==> config.mk <==
export PLATFORM = sky130hd
export DESIGN_NAME = mmr_trigger_bank
export DESIGN_NICKNAME = d
export VERILOG_FILES = /design/src/rtl/mmr_trigger_bank.sv
export SDC_FILE = /design/constraint.sdc
export NUM_CORES = 1
export LEC_CHECK = 0
export CORE_AREA = 2 2 223 225
export CTS_CLUSTER_DIAMETER = 200
export CTS_CLUSTER_SIZE = 30
export DETAILED_ROUTE_END_ITERATION = 12
export DIE_AREA = 0 0 225 227
export PLACE_DENSITY = 0.51
export SYNTH_ARGS = -nofsm -noshare
export SYNTH_HDL_FRONTEND = slang
export SYNTH_SLANG_ARGS = --single-unit
==> constraint.sdc <==
create_clock -name clock -period 8.05 [get_ports clock]
set_input_delay 2.0125 -clock clock [delete_from_list [all_inputs] [get_ports clock]]
set_output_delay 2.0125 -clock clock [all_outputs]
set_load 0.03 [all_outputs]
==> src/rtl/mmr_trigger_bank.sv <==
// mmr_trigger_bank: slave-side owner of an N x WIDTH trigger status register bank.
// Hardware event pulses set sticky TSR bits and the MMR master clears them with
// write-1-to-clear pulses. The bank also tracks lost events (a set on an already
// set bit that is not being cleared in the same cycle) through a sticky per-channel
// overflow flag and a saturating per-channel miss counter. It drives one aggregated,
// registered interrupt.
//
// Optional feature macro: MMR_TRIGGER_COALESCE_EN. When it is defined, irq comes from
// a coalescing FSM (IDLE/ARMED/FIRE) that waits for an event-count threshold or a
// timeout before it raises irq. When it is undefined, irq is pending delayed by one
// register stage, and coalesce_threshold and coalesce_timeout are ignored.
//
// Ports:
//   clock              system clock, rising edge
//   reset              synchronous active-high reset
//   set_pulses         [N][WIDTH] one-cycle event pulses
//   tsr                [N][WIDTH] registered sticky status bits
//   tsr_invpulses      [N][WIDTH] write-1-to-clear pulses
//   irq_enable         [N][WIDTH] per-bit interrupt enable
//   overflow           [N] sticky lost-event flag per channel
//   overflow_clear     [N] clears overflow[c] and miss_count[c]
//   miss_count         [N][MISS_WIDTH] saturating lost-event count
//   irq                aggregated level interrupt, registered
//   coalesce_threshold events needed before irq (feature only)
//   coalesce_timeout   cycles before a forced irq, 0 disables the timeout (feature only)
module mmr_trigger_bank #(
  parameter int unsigned N          = 4,
  parameter int unsigned WIDTH      = 32,
  parameter int unsigned MISS_WIDTH = 8,
  parameter int unsigned TMO_WIDTH  = 16
) (
  input  logic                             clock,
  input  logic                             reset,
  input  logic [N-1:0][WIDTH-1:0]          set_pulses,
  output logic [N-1:0][WIDTH-1:0]          tsr,
  input  logic [N-1:0][WIDTH-1:0]          tsr_invpulses,
  input  logic [N-1:0][WIDTH-1:0]          irq_enable,
  output logic [N-1:0]                     overflow,
  input  logic [N-1:0]                     overflow_clear,
  output logic [N-1:0][MISS_WIDTH-1:0]     miss_count,
  output logic                             irq,
  input  logic [MISS_WIDTH-1:0]            coalesce_threshold,
  input  logic [TMO_WIDTH-1:0]             coalesce_timeout
);

  localparam int unsigned CNT_W = $clog2(WIDTH + 1);
  localparam int unsigned SUM_W = MISS_WIDTH + CNT_W;
  localparam logic [MISS_WIDTH-1:0] MISS_MAX = '1;

  logic [N-1:0][WIDTH-1:0]      tsr_q, tsr_d, lost;
  logic [N-1:0]                 ovf_q, ovf_d;
  logic [N-1:0][MISS_WIDTH-1:0] miss_q, miss_d;
  logic [N-1:0][CNT_W-1:0]      lost_cnt;
  logic [N-1:0][SUM_W-1:0]      miss_sum;
  logic                         pending;
  logic                         irq_q, irq_d;

  // A set on a bit that is being cleared in the same cycle is a fresh event, not a loss.
  always_comb begin
    lost     = set_pulses & tsr_q & ~tsr_invpulses;
    tsr_d    = set_pulses | (tsr_q & ~tsr_invpulses);
    lost_cnt = '0;
    for (int unsigned c = 0; c < N; c++) begin
      for (int unsigned b = 0; b < WIDTH; b++) begin
        lost_cnt[c] = lost_cnt[c] + CNT_W'(lost[c][b]);
      end
    end
  end

  // overflow_clear applies first, then the events lost in this cycle are counted.
  always_comb begin
    ovf_d    = '0;
    miss_d   = '0;
    miss_sum = '0;
    for (int unsigned c = 0; c < N; c++) begin
      ovf_d[c]    = (ovf_q[c] & ~overflow_clear[c]) | (|lost[c]);
      miss_sum[c] = (overflow_clear[c] ? SUM_W'(0) : SUM_W'(miss_q[c])) + SUM_W'(lost_cnt[c]);
      miss_d[c]   = (miss_sum[c] > SUM_W'(MISS_MAX)) ? MISS_MAX : MISS_WIDTH'(miss_sum[c]);
    end
  end

  assign pending = |(tsr_q & irq_enable);

`ifdef MMR_TRIGGER_COALESCE_EN
  typedef enum logic [1:0] {
    ST_IDLE  = 2'd0,
    ST_ARMED = 2'd1,
    ST_FIRE  = 2'd2
  } state_e;

  localparam int unsigned RISE_W = $clog2(N * WIDTH + 1);
  localparam int unsigned EC_W   = MISS_WIDTH + RISE_W;
  localparam logic [TMO_WIDTH-1:0] TM_MAX = '1;

  state_e                   state_q, state_d;
  logic [MISS_WIDTH-1:0]    ec_q, ec_d;
  logic [TMO_WIDTH-1:0]     tm_q, tm_d, tm_inc;
  logic [N-1:0][WIDTH-1:0]  rise;
  logic [RISE_W-1:0]        n_rise;
  logic [EC_W-1:0]          ec_sum;
  logic                     fire;

  // Only enabled bits going from 0 to 1 count as new interrupt-worthy events.
  always_comb begin
    rise   = set_pulses & ~tsr_q & irq_enable;
    n_rise = '0;
    for (int unsigned c = 0; c < N; c++) begin
      for (int unsigned b = 0; b < WIDTH; b++) begin
        n_rise = n_rise + RISE_W'(rise[c][b]);
      end
    end
  end

  // Coalescing next-state logic. ec is zero in IDLE, so one saturating sum serves arming and accumulation.
  always_comb begin
    state_d = state_q;
    ec_d    = ec_q;
    tm_d    = tm_q;
    ec_sum  = EC_W'(ec_q) + EC_W'(n_rise);
    tm_inc  = (tm_q == TM_MAX) ? tm_q : tm_q + TMO_WIDTH'(1);
    fire    = (ec_q >= coalesce_threshold) ||
              ((coalesce_timeout != '0) && (tm_inc == coalesce_timeout));
    case (state_q)
      ST_IDLE: begin
        ec_d = '0;
        tm_d = '0;
        if (n_rise != '0) begin
          state_d = ST_ARMED;
          ec_d    = (ec_sum > EC_W'(MISS_MAX)) ? MISS_MAX : MISS_WIDTH'(ec_sum);
        end
      end
      ST_ARMED: begin
        if (!pending) begin
          state_d = ST_IDLE;
          ec_d    = '0;
          tm_d    = '0;
        end else if (fire) begin
          state_d = ST_FIRE;
        end else begin
          ec_d = (ec_sum > EC_W'(MISS_MAX)) ? MISS_MAX : MISS_WIDTH'(ec_sum);
          tm_d = tm_inc;
        end
      end
      ST_FIRE: begin
        if (!pending) begin
          state_d = ST_IDLE;
          ec_d    = '0;
          tm_d    = '0;
        end
      end
      default: begin
        state_d = ST_IDLE;
        ec_d    = '0;
        tm_d    = '0;
      end
    endcase
    irq_d = (state_d == ST_FIRE);
  end

  always_ff @(posedge clock) begin
    if (reset) begin
      state_q <= ST_IDLE;
      ec_q    <= '0;
      tm_q    <= '0;
    end else begin
      state_q <= state_d;
      ec_q    <= ec_d;
      tm_q    <= tm_d;
    end
  end
`else
  logic unused_cfg;
  assign unused_cfg = ^{coalesce_threshold, coalesce_timeout};

  always_comb begin
    irq_d = pending;
  end
`endif

  // Bank state registers.
  always_ff @(posedge clock) begin
    if (reset) begin
      tsr_q  <= '0;
      ovf_q  <= '0;
      miss_q <= '0;
      irq_q  <= 1'b0;
    end else begin
      tsr_q  <= tsr_d;
      ovf_q  <= ovf_d;
      miss_q <= miss_d;
      irq_q  <= irq_d;
    end
  end

  assign tsr        = tsr_q;
  assign overflow   = ovf_q;
  assign miss_count = miss_q;
  assign irq        = irq_q;

endmodule

==> images/registers.png <==
Scale bar: 50 µm.
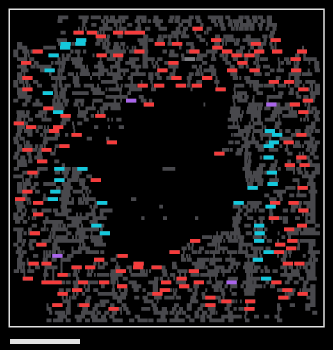
Purple marks overflow, placed flops 4. Cyan marks miss_count, placed flops 32, where widely spread. Red marks tsr, placed flops 128, where widely spread.
Another 1 sequential cells are not colored.
Reg area: 3300 µm²
P_seq: 972 µW

==> images/met3.png <==
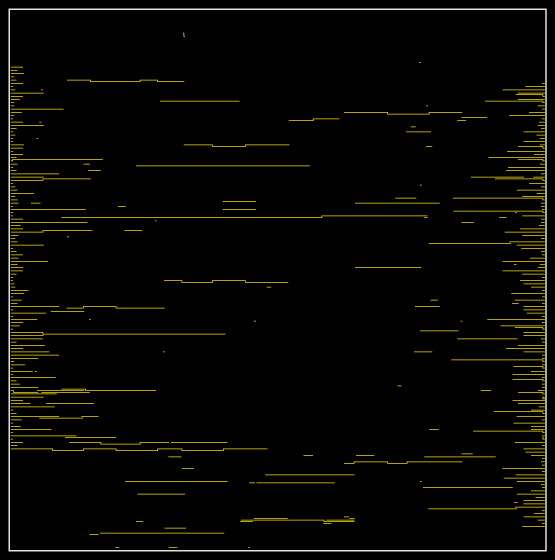
309 nets have wire on it. The wires run mostly horizontal.
DR vias: 11300
final wirelength: 56.5 mm
GRT met3 Usage: 0.0592

==> images/met2.png <==
Scale bar: 50 µm.
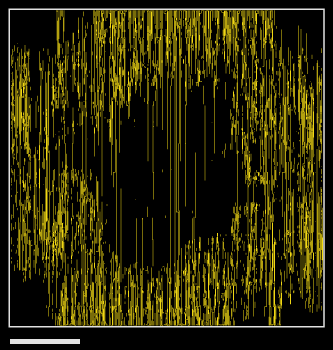
The layer carries 27.4 mm of wire. The longest straight run is 188 µm.
met2 global-route usage: 0.377

==> images/final_congestion.png <==
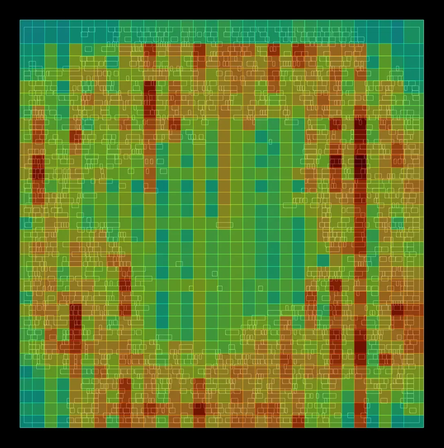
busiest grt layer: met2
GR Layer Usage met1: 0.262
Final Util: 0.370

==> CHANGELOG.md <==
### Implementation results

- Clk_buf instances: 22
- Chip area: 51100 µm²
- I/O pins: 579
- Net Count, Synth: roughly 1900
- Final Cell Area: 18000 µm²
- Remaining DRCs: 0
- Critical Path Sink: miss_count[17]
- Cells after synthesis: 1282
- Total Power: 2990 µW
- Worst path max stage delay: between 500 and 600 ps
- Grt ovf: 0
- First DRT Iteration DRCs: 484
- Seq/Total Area, Yosys: 0.296
- Post-CTS setup buffer count: 0
- Non-filler cells in the finished layout: 2473
- Count leader, synth: nor2_1
- Pin count of the biggest net entering global routing: 91
- Mux share: 0
- Combinational share of cell area: 0.404
- Run status: completed
- Wirelength per Cell: between 20 and 25 µm
- Synthesized area: ~11000 µm²
- Buffers excl. clock: 556
- Dpl cell area: approximately 17000 µm²
- Most numerous logic cells after layout: 553 x clkdlybuf4s50_1, 245 x nor2_1, 165 x dfxtp_1
- CP startpoint: tsr_invpulses[77]
- P_sw: approximately 1100 µW
- Largest register FFs: roughly 130
- Multi-input gates: 961
- Comb group: 1200 µW
- Hold EP: tsr[40]
- Clk. pwr: 816 µW
- Sequential cell area share: 0.184
- Rows: 81
- Simple Share, Synth: 0.254
- Slew @ Worst Pin: 985 ps
- Worst vdd ir: 0.139 mV
- CTS buffer count: 17
- Post-detail-place hpwl: 49.3 mm
- Synth Warn #: 0
- Ao+oa area frac: 0.133
- Worst-path clk slew: approximately 70 ps
- RSZ-0062 raised after global routing: false
- Clk buf depth: 2
- Seq pwr share: 0.325
- Biggest Area Class: multi-input combinational cells
Power and IR drop assume default switching activity.
